<file path="config.mk">
export PLATFORM = sky130hd
export DESIGN_NAME = xm_stage_buf
export DESIGN_NICKNAME = d
export VERILOG_FILES = /design/src/rtl/definitions.sv /design/src/rtl/xm_stage_buf_skid.sv /design/src/rtl/xm_stage_buf.sv
export SDC_FILE = /design/constraint.sdc
export NUM_CORES = 1
export LEC_CHECK = 0
export CAP_MARGIN = 10
export CORE_UTILIZATION = 36
export DETAILED_ROUTE_END_ITERATION = 10
export HOLD_SLACK_MARGIN = 0.12
export PLACE_DENSITY = 0.81
export SLEW_MARGIN = 0
export SYNTH_ARGS = -nofsm -noshare
export SYNTH_HDL_FRONTEND = slang
export SYNTH_HIERARCHICAL = 1
export SYNTH_SLANG_ARGS = --single-unit
export TNS_END_PERCENT = 100
</file>
<file path="constraint.sdc">
create_clock -name clk -period 4.4 [get_ports clk]
set_input_delay 0.88 -clock clk [delete_from_list [all_inputs] [get_ports clk]]
set_output_delay 0.88 -clock clk [all_outputs]
set_load 0.01 [all_outputs]
</file>
<file path="src/rtl/definitions.sv">
// definitions: shared XM stage types, state encoding and counter width
package definitions;
    localparam int STALL_CNT_W = 16;
    localparam int XM_DATA_W = 32;
    localparam int XM_ADDR_W = 5;
    localparam int XM_CTRL_W = 8;
    typedef enum logic [1:0] {EMPTY, FULL, FULL_SKID} XmStageState;
    typedef struct packed {
        logic [XM_CTRL_W-1:0] ctrl;
        logic [XM_ADDR_W-1:0] dst;
        logic [XM_DATA_W-1:0] addr;
        logic [XM_DATA_W-1:0] val;
    } XmEntry;
endpackage

</file>
<file path="src/rtl/xm_stage_buf_skid.sv">
// xm_skid_slot: one-entry holding register with load/unload strobes and clear
module xm_skid_slot
    import definitions::*;
#(
    parameter type entry_t = XmEntry
) (
    input  logic   clk,
    input  logic   rst,
    input  logic   clr,
    input  logic   load,
    input  logic   unload,
    input  entry_t d,
    output logic   valid,
    output entry_t q
);
    logic   valid_q, valid_d;
    entry_t q_q, q_d;
    // clear beats load, load beats unload; data only changes on load
    always_comb begin
        valid_d = clr ? 1'b0 : load ? 1'b1 : unload ? 1'b0 : valid_q;
        q_d     = (load && !clr) ? d : q_q;
    end
    // slot registers
    always_ff @(posedge clk or posedge rst) begin
        if (rst) begin
            valid_q <= 1'b0;
            q_q     <= '0;
        end else begin
            valid_q <= valid_d;
            q_q     <= q_d;
        end
    end
    assign valid = valid_q;
    assign q     = q_q;
endmodule

</file>
<file path="src/rtl/xm_stage_buf.sv">
// xm_stage_buf: execute->memory stage register with handshake, flush, store-data forwarding and stall counter; optional skid slot via XM_STAGE_SKID_EN
module xm_stage_buf
    import definitions::*;
#(
    parameter int DATA_W = 32,
    parameter int ADDR_W = 5,
    parameter int CTRL_W = 8,
    parameter int NFWD   = 2,
    localparam int SEL_W = $clog2(NFWD + 1)
) (
    input  logic                   clk,
    input  logic                   rst,
    input  logic                   x_valid,
    output logic                   x_ready,
    input  logic [CTRL_W-1:0]      x_ctrl,
    input  logic [ADDR_W-1:0]      x_dst,
    input  logic [DATA_W-1:0]      x_alu,
    input  logic [DATA_W-1:0]      x_rt,
    input  logic [SEL_W-1:0]       fwd_sel,
    input  logic [NFWD*DATA_W-1:0] fwd_data,
    input  logic                   flush,
    output logic                   m_valid,
    input  logic                   m_ready,
    output logic [CTRL_W-1:0]      m_ctrl,
    output logic [ADDR_W-1:0]      m_dst,
    output logic [DATA_W-1:0]      m_addr,
    output logic [DATA_W-1:0]      m_val,
    output logic [STALL_CNT_W-1:0] stall_cnt
);
    typedef struct packed {
        logic [CTRL_W-1:0] ctrl;
        logic [ADDR_W-1:0] dst;
        logic [DATA_W-1:0] addr;
        logic [DATA_W-1:0] val;
    } entry_t;

    XmStageState            state_q, state_d;
    entry_t                 entry_q, entry_d, in_e;
    logic [STALL_CNT_W-1:0] stall_q, stall_d;
    logic                   fire_in, fire_out;

    // store data is resolved here so the captured value no longer tracks the sources
    always_comb begin
        in_e = '{ctrl: x_ctrl, dst: x_dst, addr: x_alu, val: x_rt};
        for (int i = 0; i < NFWD; i++)
            if (fwd_sel == SEL_W'(i + 1)) in_e.val = fwd_data[i*DATA_W +: DATA_W];
    end

    assign m_valid  = state_q != EMPTY;
    assign fire_in  = x_valid && x_ready && !flush;
    assign fire_out = m_valid && m_ready;

`ifdef XM_STAGE_SKID_EN
    logic   skid_valid, skid_load, skid_unload;
    entry_t skid_q;

    // ready comes only from registered skid occupancy, never from m_ready
    assign x_ready = !rst && !skid_valid;

    xm_skid_slot #(.entry_t(entry_t)) u_skid (
        .clk    (clk),
        .rst    (rst),
        .clr    (flush),
        .load   (skid_load),
        .unload (skid_unload),
        .d      (in_e),
        .valid  (skid_valid),
        .q      (skid_q)
    );

    // flush wins; a stalled capture parks in the skid slot, which drains first
    always_comb begin
        state_d     = state_q;
        entry_d     = entry_q;
        skid_load   = 1'b0;
        skid_unload = 1'b0;
        if (flush) begin
            state_d = EMPTY;
        end else if (state_q == FULL_SKID) begin
            if (fire_out) begin
                state_d     = FULL;
                entry_d     = skid_q;
                skid_unload = 1'b1;
            end
        end else if (fire_in && state_q == FULL && !m_ready) begin
            state_d   = FULL_SKID;
            skid_load = 1'b1;
        end else if (fire_in) begin
            state_d = FULL;
            entry_d = in_e;
        end else if (fire_out) begin
            state_d = EMPTY;
        end
    end
`else
    assign x_ready = !rst && (!m_valid || m_ready);

    // flush wins; capture fills or replaces, a lone consume empties
    always_comb begin
        state_d = state_q;
        entry_d = entry_q;
        if (flush) begin
            state_d = EMPTY;
        end else if (fire_in) begin
            state_d = FULL;
            entry_d = in_e;
        end else if (fire_out) begin
            state_d = EMPTY;
        end
    end
`endif

    // stalled cycles saturate; flush does not clear the count
    always_comb stall_d = (m_valid && !m_ready && stall_q != '1) ? stall_q + 1'b1 : stall_q;

    // stage registers
    always_ff @(posedge clk or posedge rst) begin
        if (rst) begin
            state_q <= EMPTY;
            entry_q <= '0;
            stall_q <= '0;
        end else begin
            state_q <= state_d;
            entry_q <= entry_d;
            stall_q <= stall_d;
        end
    end

    assign m_ctrl    = m_valid ? entry_q.ctrl : '0;
    assign m_dst     = m_valid ? entry_q.dst : '0;
    assign m_addr    = entry_q.addr;
    assign m_val     = entry_q.val;
    assign stall_cnt = stall_q;
endmodule

</file>
==> run notes, run 1 <==
Numbers from the implementation run.

Non-clock inverters in the final layout number 2. The cell repeated most along the worst path is clkdlybuf4s50_1. For flop-to-flop paths, the worst setup slack is 2230 ps. The and-or/or-and share of the synthesized area is 0.0885. The maximum clock frequency is 335 MHz. The global-route met2 utilization is 0.301. The most common logic cell in the final layout is clkdlybuf4s50_1. The script extracted a net switching power of 778 uW. The first-pass iteration count of the detailed router is 4.

The share of total power consumed by net switching is 0.279. The area after detailed placement is 7330 sq um. In the detailed route, the total length drawn on met2 is 6320 microns. Per the final layout report, the fraction of cells sized above drive strength 1 comes to 0.167. The power of the sequential group is 1150 uW. In this run the number of H-tree levels came out at 3. In the global route stage, overall resource usage came out at 0.172. Summing over every cut layer, the via total after detailed routing is 4078. The setup TNS is 0 ps. The starting density of the core is 0.375. Summing every instance area after synthesis gives 5260 sq um. Across the run, the number of max-cap violations was 0. The number of buffers and inverters on the critical path is 2. The count of hold buffers inserted by post-cts repair is 0.

The run finished with clean final reports. The clock net sink count is 94. The capture point of the critical path was reported as x_ready. The routing usage on met3 is 0.0558. Entering global routing, the biggest net connects 97 pins. Setup repair after global routing left no endpoint under its margin.
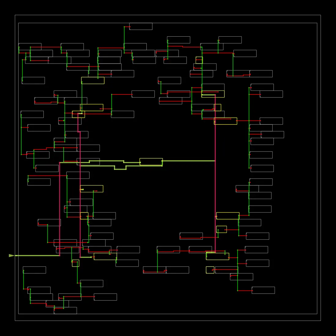
Run 1: clock wiring as the flow saved it
Clock group: 750 uW
total clock buffers created by CTS: 9
worst clock skew: 7.97 ps
number of clock buffers in the layout: 10
source-to-sink clock delay at the later pin of the worst-skew pair: 340 ps

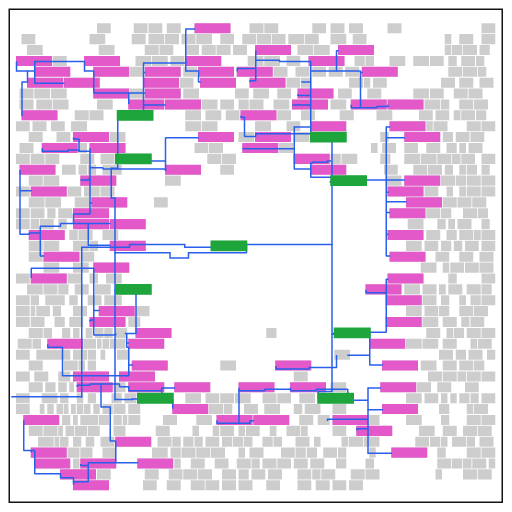
Run 1: clock wires, drivers and flops
Scale: 4 px per micron.
legend:
  magenta:
    item: flip-flops
    count: 94
  blue:
    item: clock wires
    length: 1160 microns
  green:
    item: clock-net drivers
    count: 9
routed clock nets: 10
clock network power share: 0.269

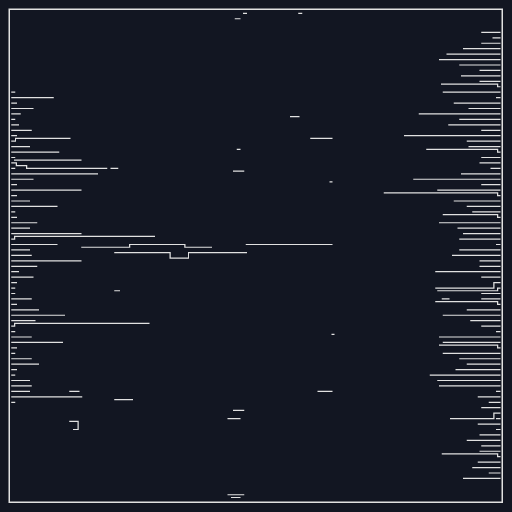
Run 1: the metal 3 layer
Scale: 4 px per micron.
wire length on this layer: 1340 microns
share of all routed wire: 10%

Run 1, gate families picked out:
Scale: 2 px per micron.
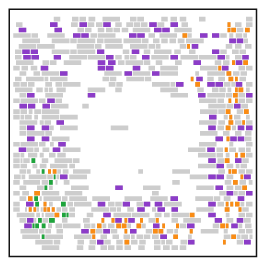

==> run 1 -> run 2 <==
--- a/config.mk
+++ b/config.mk
@@ -9,7 +9,7 @@
 export CORE_UTILIZATION = 36
 export DETAILED_ROUTE_END_ITERATION = 10
 export HOLD_SLACK_MARGIN = 0.12
-export PLACE_DENSITY = 0.81
+export PLACE_DENSITY = 0.84
 export SLEW_MARGIN = 0
 export SYNTH_ARGS = -nofsm -noshare
 export SYNTH_HDL_FRONTEND = slang
==> constraint.sdc (replaced) <==
create_clock -name clk -period 2.7 [get_ports clk]
set_input_delay 0.54 -clock clk [delete_from_list [all_inputs] [get_ports clk]]
set_output_delay 0.54 -clock clk [all_outputs]
set_load 0.01 [all_outputs]
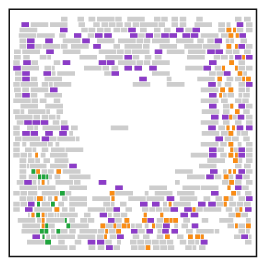
Run 2: gate families picked out
Scale: 2 px per micron.
legend:
  green:
    family: nand cells
    cells: 16
    most_used: nand4_1
    where: bottom left
  purple:
    family: mux cells
    cells: 113
    most_used: mux2_2
    where: all over the die
  orange:
    family: aoi and oai cells
    cells: 75
    most_used: a21oi_1
    where: all over the die
count of non-filler cells in the finished layout: 817
most common cell after layout, fill and taps aside: clkdlybuf4s50_1
logic share of the area: 0.300

==> run notes, run 2 <==
Numbers from the implementation run.

The sum of buffers and inverters on the critical path is 1 (was 2). The pin count of the biggest net entering global routing was 65 (was 97). The maximum clock frequency is 420 MHz. The share of final-layout standard cells stronger than drive strength 1 is 0.166 (was 0.167). Run status: complete, no violations (unchanged).

The share of total power consumed by net switching is 0.269 (was 0.279). The clock network power consumption is 1240 uW (was 750 uW). The routing usage on met3 is 0.0609 (was 0.0558).

The count of cells resized by post-cts repair is 0 (unchanged). The starting density of the core came to 0.375 (unchanged). The layout clock buffer count is 10 (unchanged).

The power of the sequential group is 1880 uW (was 1150 uW). The number of buffers inserted during clock tree synthesis is 9 (unchanged). The routed via count is 4029 (was 4078). The met2 wire length is 6400 microns (was 6320 microns). The number of violations reported at the end of detailed-routing iteration 0 is 77 (was 103). The worst-skew pair later-pin latency is 350 ps (was 340 ps).

The internal reg-to-reg setup slack is 730 ps (was 2230 ps). The setup TNS is 0 ps (unchanged). The total grt overflow is 0 (unchanged). The fraction of power consumed by the clock network is 0.273 (was 0.269). The overall track demand over capacity in global routing came to 0.170 (was 0.172). The synthesized area per cell was 11.3 sq um (unchanged). The number of signal-net inverters in the final layout is 2 (unchanged). The clock network contribution to total cell area was 0.0375 (was 0.0381). The number of levels the H-tree was split into is 3 (unchanged). The share of flip-flops with an asynchronous set or reset is 1.00 (unchanged). The worst setup skew after layout is 7.50 ps (was 7.97 ps). The and-or/or-and share of the synthesized area was 0.0885 (unchanged). The global-route met2 utilization is 0.296 (was 0.301). The net switching component of the power came to 1220 uW (was 778 uW). Setup repair after global routing missed its margin: false (unchanged). The first-pass iteration count of the detailed router is 4 (unchanged). The mapped cell area is 5260 sq um (unchanged). The clock-pin slew reported for the worst setup and hold paths after clock tree synthesis is 60 ps (about the same). The final RePlAce weighted congestion is 0.890 (was 0.872). The area after detailed placement came to 7390 sq um (was 7330 sq um).
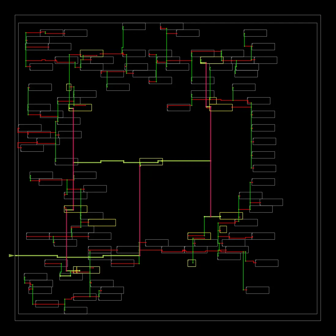
Run 2: clock wiring as the flow saved it
number of sequential cells: 94
clock tree sinks: 94

Power figures rest on the tool's default switching activity, not on a simulated workload.
